**config.mk**
```make
export PLATFORM = sky130hd
export DESIGN_NAME = parking_multi
export DESIGN_NICKNAME = d
export VERILOG_FILES = /design/src/rtl/parking_multi.sv
export SDC_FILE = /design/constraint.sdc
export NUM_CORES = 1
export LEC_CHECK = 0
export CORE_MARGIN = 1.5
export CORE_UTILIZATION = 35
export DETAILED_ROUTE_END_ITERATION = 10
export PLACE_DENSITY = 0.51
export REMOVE_ABC_BUFFERS = 1
export SLEW_MARGIN = 0
export SYNTH_ARGS = -nofsm -noshare
export SYNTH_HDL_FRONTEND = slang
export SYNTH_SLANG_ARGS = --single-unit
```
**constraint.sdc**
```tcl
create_clock -name clk -period 8.54 [get_ports clk]
set_input_delay 1.708 -clock clk [delete_from_list [all_inputs] [get_ports clk]]
set_output_delay 1.708 -clock clk [all_outputs]
set_load 0.01 [all_outputs]
```
**src/rtl/parking_multi.sv**
```systemverilog
// rtl/parking_multi.sv - multi-lane parking gate occupancy counter
module parking_multi #(
  parameter int LANES    = 2,
  parameter int CNT_W    = 8,
  parameter int CAPACITY = 200
) (
  input  logic             clk,
  input  logic             reset,
  input  logic [LANES-1:0] a,
  input  logic [LANES-1:0] b,
  output logic [CNT_W-1:0] count,
  output logic             full,
  output logic             empty,
  output logic [LANES-1:0] enter_pulse,
  output logic [LANES-1:0] exit_pulse,
  output logic [LANES-1:0] reject,
  output logic             underflow
);

  localparam logic [CNT_W-1:0] CAP = CNT_W'(CAPACITY);

  // E* track an a-first (entering) car, X* a b-first (leaving) car
  typedef enum logic [2:0] {IDLE, E1, E2, E3, X1, X2, X3} lane_state_t;

  lane_state_t      state      [LANES];
  lane_state_t      state_next [LANES];
  logic [1:0]       ab         [LANES];
  logic [LANES-1:0] entry_ev;
  logic [LANES-1:0] exit_ev;

  logic [CNT_W-1:0] occ;
  logic [LANES-1:0] enter_next;
  logic [LANES-1:0] exit_next;
  logic [LANES-1:0] reject_next;
  logic             underflow_next;

  // Pair each lane's sensors as {a,b} so the transition table reads naturally
  for (genvar g = 0; g < LANES; g++) begin : g_ab
    assign ab[g] = {a[g], b[g]};
  end

  // Per-lane sequence recogniser: next state and completed-event flags
  always_comb begin
    for (int i = 0; i < LANES; i++) begin
      state_next[i] = IDLE;
      entry_ev[i]   = 1'b0;
      exit_ev[i]    = 1'b0;
      case (state[i])
        IDLE: begin
          if (ab[i] == 2'b10)      state_next[i] = E1;
          else if (ab[i] == 2'b01) state_next[i] = X1;
          else                     state_next[i] = IDLE;
        end
        E1: begin
          if (ab[i] == 2'b11)      state_next[i] = E2;
          else if (ab[i] == 2'b10) state_next[i] = E1;
          else                     state_next[i] = IDLE;
        end
        E2: begin
          if (ab[i] == 2'b01)      state_next[i] = E3;
          else if (ab[i] == 2'b10) state_next[i] = E1;
          else if (ab[i] == 2'b11) state_next[i] = E2;
          else                     state_next[i] = IDLE;
        end
        E3: begin
          if (ab[i] == 2'b00) begin
            state_next[i] = IDLE;
            entry_ev[i]   = 1'b1;
          end
          else if (ab[i] == 2'b11) state_next[i] = E2;
          else if (ab[i] == 2'b01) state_next[i] = E3;
          else                     state_next[i] = IDLE;
        end
        X1: begin
          if (ab[i] == 2'b11)      state_next[i] = X2;
          else if (ab[i] == 2'b01) state_next[i] = X1;
          else                     state_next[i] = IDLE;
        end
        X2: begin
          if (ab[i] == 2'b10)      state_next[i] = X3;
          else if (ab[i] == 2'b01) state_next[i] = X1;
          else if (ab[i] == 2'b11) state_next[i] = X2;
          else                     state_next[i] = IDLE;
        end
        X3: begin
          if (ab[i] == 2'b00) begin
            state_next[i] = IDLE;
            exit_ev[i]    = 1'b1;
          end
          else if (ab[i] == 2'b11) state_next[i] = X2;
          else if (ab[i] == 2'b10) state_next[i] = X3;
          else                     state_next[i] = IDLE;
        end
        default: state_next[i] = IDLE;
      endcase
    end
  end

  // Occupancy arbitration: exits free slots first, then entries fill them in lane order
  always_comb begin
    occ            = count;
    enter_next     = '0;
    exit_next      = '0;
    reject_next    = '0;
    underflow_next = 1'b0;
    for (int i = 0; i < LANES; i++) begin
      if (exit_ev[i]) begin
        if (occ != '0) begin
          occ          = occ - CNT_W'(1);
          exit_next[i] = 1'b1;
        end
        else begin
          underflow_next = 1'b1;
        end
      end
    end
    for (int i = 0; i < LANES; i++) begin
      if (entry_ev[i]) begin
        if (occ < CAP) begin
          occ           = occ + CNT_W'(1);
          enter_next[i] = 1'b1;
        end
        else begin
          reject_next[i] = 1'b1;
        end
      end
    end
  end

  // State, occupancy, flags and pulses; reset wins over any completing event
  always_ff @(posedge clk) begin
    if (reset) begin
      for (int i = 0; i < LANES; i++) state[i] <= IDLE;
      count       <= '0;
      full        <= 1'b0;
      empty       <= 1'b1;
      enter_pulse <= '0;
      exit_pulse  <= '0;
      reject      <= '0;
      underflow   <= 1'b0;
    end
    else begin
      for (int i = 0; i < LANES; i++) state[i] <= state_next[i];
      count       <= occ;
      full        <= (occ == CAP);
      empty       <= (occ == '0);
      enter_pulse <= enter_next;
      exit_pulse  <= exit_next;
      reject      <= reject_next;
      underflow   <= underflow_next;
    end
  end

endmodule

```
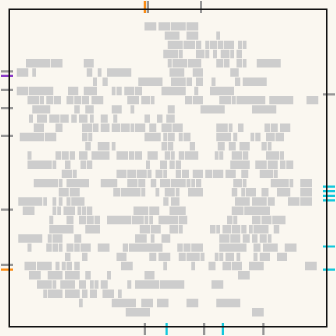
pins.png
Pins as bars across the die edge, other pins in gray.
- `b`: orange (pins 2; direction input; edge 1 top, 1 left)
- `reset`: purple (pins 1; direction input; edge left)
- `count`: cyan (pins 8; direction output; edge 6 right, 2 bottom)

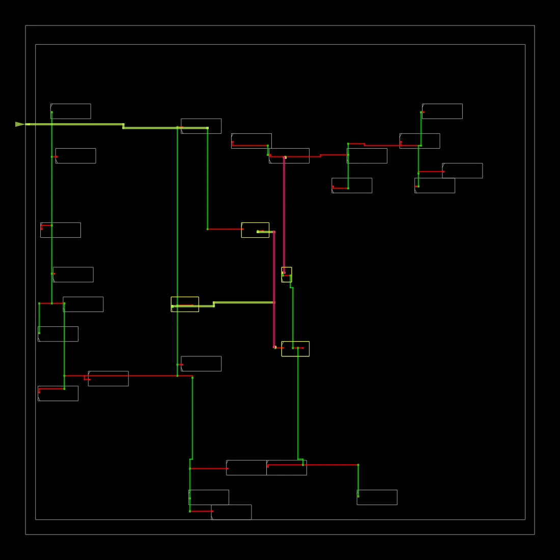
final_clocks.png
Layout Skew: 0.00254 ns
clock latency at the later pin of the worst-skew pair: 0.28 ns

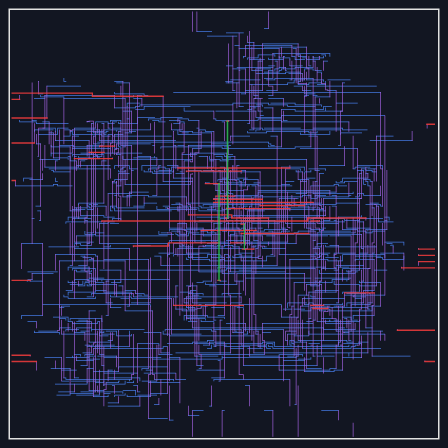
metal_stack.png
- met2: purple (wire length 3460 um)
- met3: red (wire length 363 um)
- met4: green (wire length 47.6 um)
- met1: blue (wire length 3990 um)

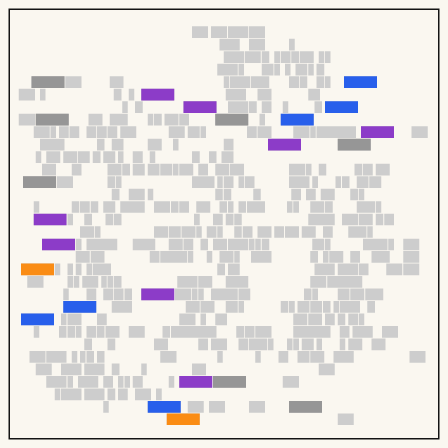
registers.png
Other sequential cells in the stronger gray, the rest of the logic in the fainter gray.
- `count`: purple (placed flops 8)
- `state`: blue (placed flops 6; where all over the die)
- `enter_pulse`: orange (placed flops 2)

==> results.cfg <==
; implementation run metrics
[clock_network]
htree_levels = 1
post_cts_repair_resize_count = 0
hold_buffers = 0
cts_sinks = 23
worst_setup_hold_path_clk_slew_ns = 0.09
post_cts.repair.setup_buffers = 0
ctsRootBufferMaster = clkbuf_8

[yosys]
synth.area.top_cells = dfxtp_1 16%, ha_1 7.9%, nor2_1 6.1%
ys_dominant_reg_cell = dfxtp_1
post_synth_inst_count = 367
fraction_of_post_synthesis_cell_area_in_the_top_cell_type_by_area_pct = 16.2
common_cells = 46 x nor2_1, 27 x nand2_1, 23 x a21oi_1, 23 x dfxtp_1, 18 x ha_1
netlist.top_cell.by_instances = nor2_1
yosysCellCount = 367
yosys.area.top_type = dfxtp_1
synth_warn = 0
synth.distinct_cells = 82
ys_async_sr_fraction_pct = 0
syn_area_per_cell_um2 = 7.77
yosys_register_bits = 23
count_of_flip_flops_with_a_built_in_enable_after_synthesis = 0
synth_seq_share_pct = 16.2
netlist_area_um2 = 2850

[timing]
unrepaired_setup_endpoints_after_global_routing = false
timing_worst_slew_pin_value_ns = 0.924
timing_max_transition_violations_final = 0
hold_ws_ns = 0.664
finalHoldViolations = 0
finalWorstPathRequiredPeriod_ns = 7.08
slew-limit-headroom_pct = 38.2
report.final.setup_viol = 0
timing.setup.tns_ns = 0

[placement]
dpl.cell_count = 473
port_buffer_count = 22
dp_hpwl_mm = 6.09
final_weighted_congestion_in_routability_driven_placement = 0.885

[critical_path]
worst-path-max-fanout = 12
slowest_stage = or4_1
timing.critical_path.slowest_cell_delay_ns = 0.56
cp.depth = 19
startpoint_type = input port
r2r.worst_path.cells = 18
cp_cell_sequence = clkdlybuf4s50_1 > inv_1 > ha_1 > nand4b_4 > a21oi_2 > xnor2_1 > ha_1 > o211ai_2 > o21ai_4 > mux2i_1 > ha_1 > and2_1 > o2111ai_1 > or4_1 > a21boi_1 > o21a_2 > nor3_1 > nor4_1 > o41ai_1
arrival_ns = 7.24
critical_path_buf_inv_count = 2
worst_path_most_repeated_cell = ha_1
worstSetupEndpointType = flop

[power_and_ir_drop]
p_per_area_nw_per_um2 = 81.8
finalPower_uw = 258
internal_power_uw = 170
power.combinational.fraction_pct = 24.7
share_clk_of_total_power_pct = 29.1
vdd_ir_max_mv = 0.0471
p_leak_nw = 1.18
power_switching_uw = 87.5
p_seq_share_pct = 46.2

[global_routing]
overall_routing_resource_usage_pct = 18.7
grt_first_pass_wirelength_mm = 13.0
vias_in_the_first_global_route = 2567
antenna_found_initial = 0

[floorplan]
boundaryPins = 23
dieHeight_um = 93.2
floorplanUtilization_pct = 36.5
placement_rows = 32

[finish]
diodes = 0
finish.utilization_pct = 40.3
areaGrowthSynthToFinish_pct = 10.5
layout.nets = 400

[status]
outcome = completed

[routing]
detail_route.wl_per_cell_um = 16.5
drt_first_iter_violations = 245
avgViaCountPerCell = 5.83
ant_nets = 0
drcViolationCount = 0

[run]
openroad.warnings = 38
cap_viol_max_count = 0

[worst_hold_path]
whs_path_depth = 2
hold_class = reg -> reg
==> cell usage in the layout (no fill, tap or decap), types with 3 or more instances in the layout <==
master / instances
o211ai_1: 6
and2_1: 5
nor3_1: 11
or3_1: 4
o2111ai_1: 3
inv_1: 16
and4_1: 3
clkbuf_8: 3
o21ai_1: 3
or4_1: 3
a31oi_1: 6
nand2b_1: 4
nand3_1: 5
a21oi_1: 23
nand2_1: 27
dfxtp_1: 23
ha_1: 18
and3_1: 4
o32ai_1: 3
or2_2: 3
a311oi_1: 3
nor2_1: 46
mux2_2: 4
nand4_1: 4
clkdlybuf4s50_1: 22
o21a_1: 4
xnor2_1: 7
mux2i_1: 12
o21ai_0: 16
nor4_1: 9
nor2b_1: 4
a211oi_1: 5
==> cell families (layout without fill, tap and decap cells) <==
| family | count (synthesis) | after routing | share of synthesized area, % |
|---|---|---|---|
| flip-flops | 23 | 23 | 16.2 |
| AND-OR/OR-AND | 112 | 112 | 29.7 |
| adder cells (fa/ha/maj) | 18 | 18 | 7.90 |
| buffers and inverters | 35 | 43 | 5.66 |
| AND/OR/NAND/NOR | 150 | 150 | 29.3 |
| XOR/XNOR | 10 | 10 | 3.73 |
| multiplexers | 19 | 19 | 7.51 |
==> metrics by stage <==
step | area (um^2) | worst slack (ns)
after floorplan | 2760 | 2.48
after global placement | 3100 | 1.39
after detailed placement | 3100 | 1.14
after CTS | 3150 | 1.47
after global routing | 3150 | 0.937
final | 3150 | 1.46
==> flip-flops by register name (all words and copies together), names as in the netlist <==
register     flops
count            8
empty            1
enter_pulse      2
exit_pulse       2
full             1
reject           2
state            6
underflow        1
==> layout make-up <==
class                   count  area [um^2]  share of cell area, %
clock buffers               3         41.3                   1.31
clock inverters             1         5.00                  0.159
inverters                  17         66.3                   2.11
multi-input cells         309         2230                   70.8
flip-flops and latches     23          460                   14.6
well taps                 102          128                   4.05
repair buffers             22          220                   6.99
==> path summary, 6_finish.rpt <==
path	start	endpoint	slack, ns
hold / removal	state[0][4]$_SDFF_PP0_	state[0][5]$_SDFF_PP0_	0.66
setup reg to reg	count[0]$_SDFF_PP0_	empty$_SDFF_PP1_	2.79
hold reg to reg	state[0][4]$_SDFF_PP0_	state[0][5]$_SDFF_PP0_	0.66
setup / recovery	b[0]	empty$_SDFF_PP1_	1.46
==> power groups by stage <==
stage          Clock (mW)  Sequential, mW  Combinational [mW]
3_5_place_dp            0           0.121              0.0633
6_report           0.0749           0.119              0.0637
4_1_cts            0.0795           0.119              0.0635
5_1_grt            0.0834           0.120              0.0714
3_3_place_gp            0           0.122              0.0637
2_1_floorplan           0           0.120              0.0457
==> routing by layer <==
metal / up-vias / wire length, um / GRT usage, % / part of all wire (%)
met3: 7 / 362 / 2.03 / 4.6
met2: 68 / 3460 / 29.2 / 44
li1: 1406 / - / - / -
met1: 1298 / 3990 / 27.8 / 51
met4: 0 / 47 / 2.78 / 0.60
met5: - / 0 / 0 / 0
Power figures rest on the tool's default switching activity, not on a simulated workload.
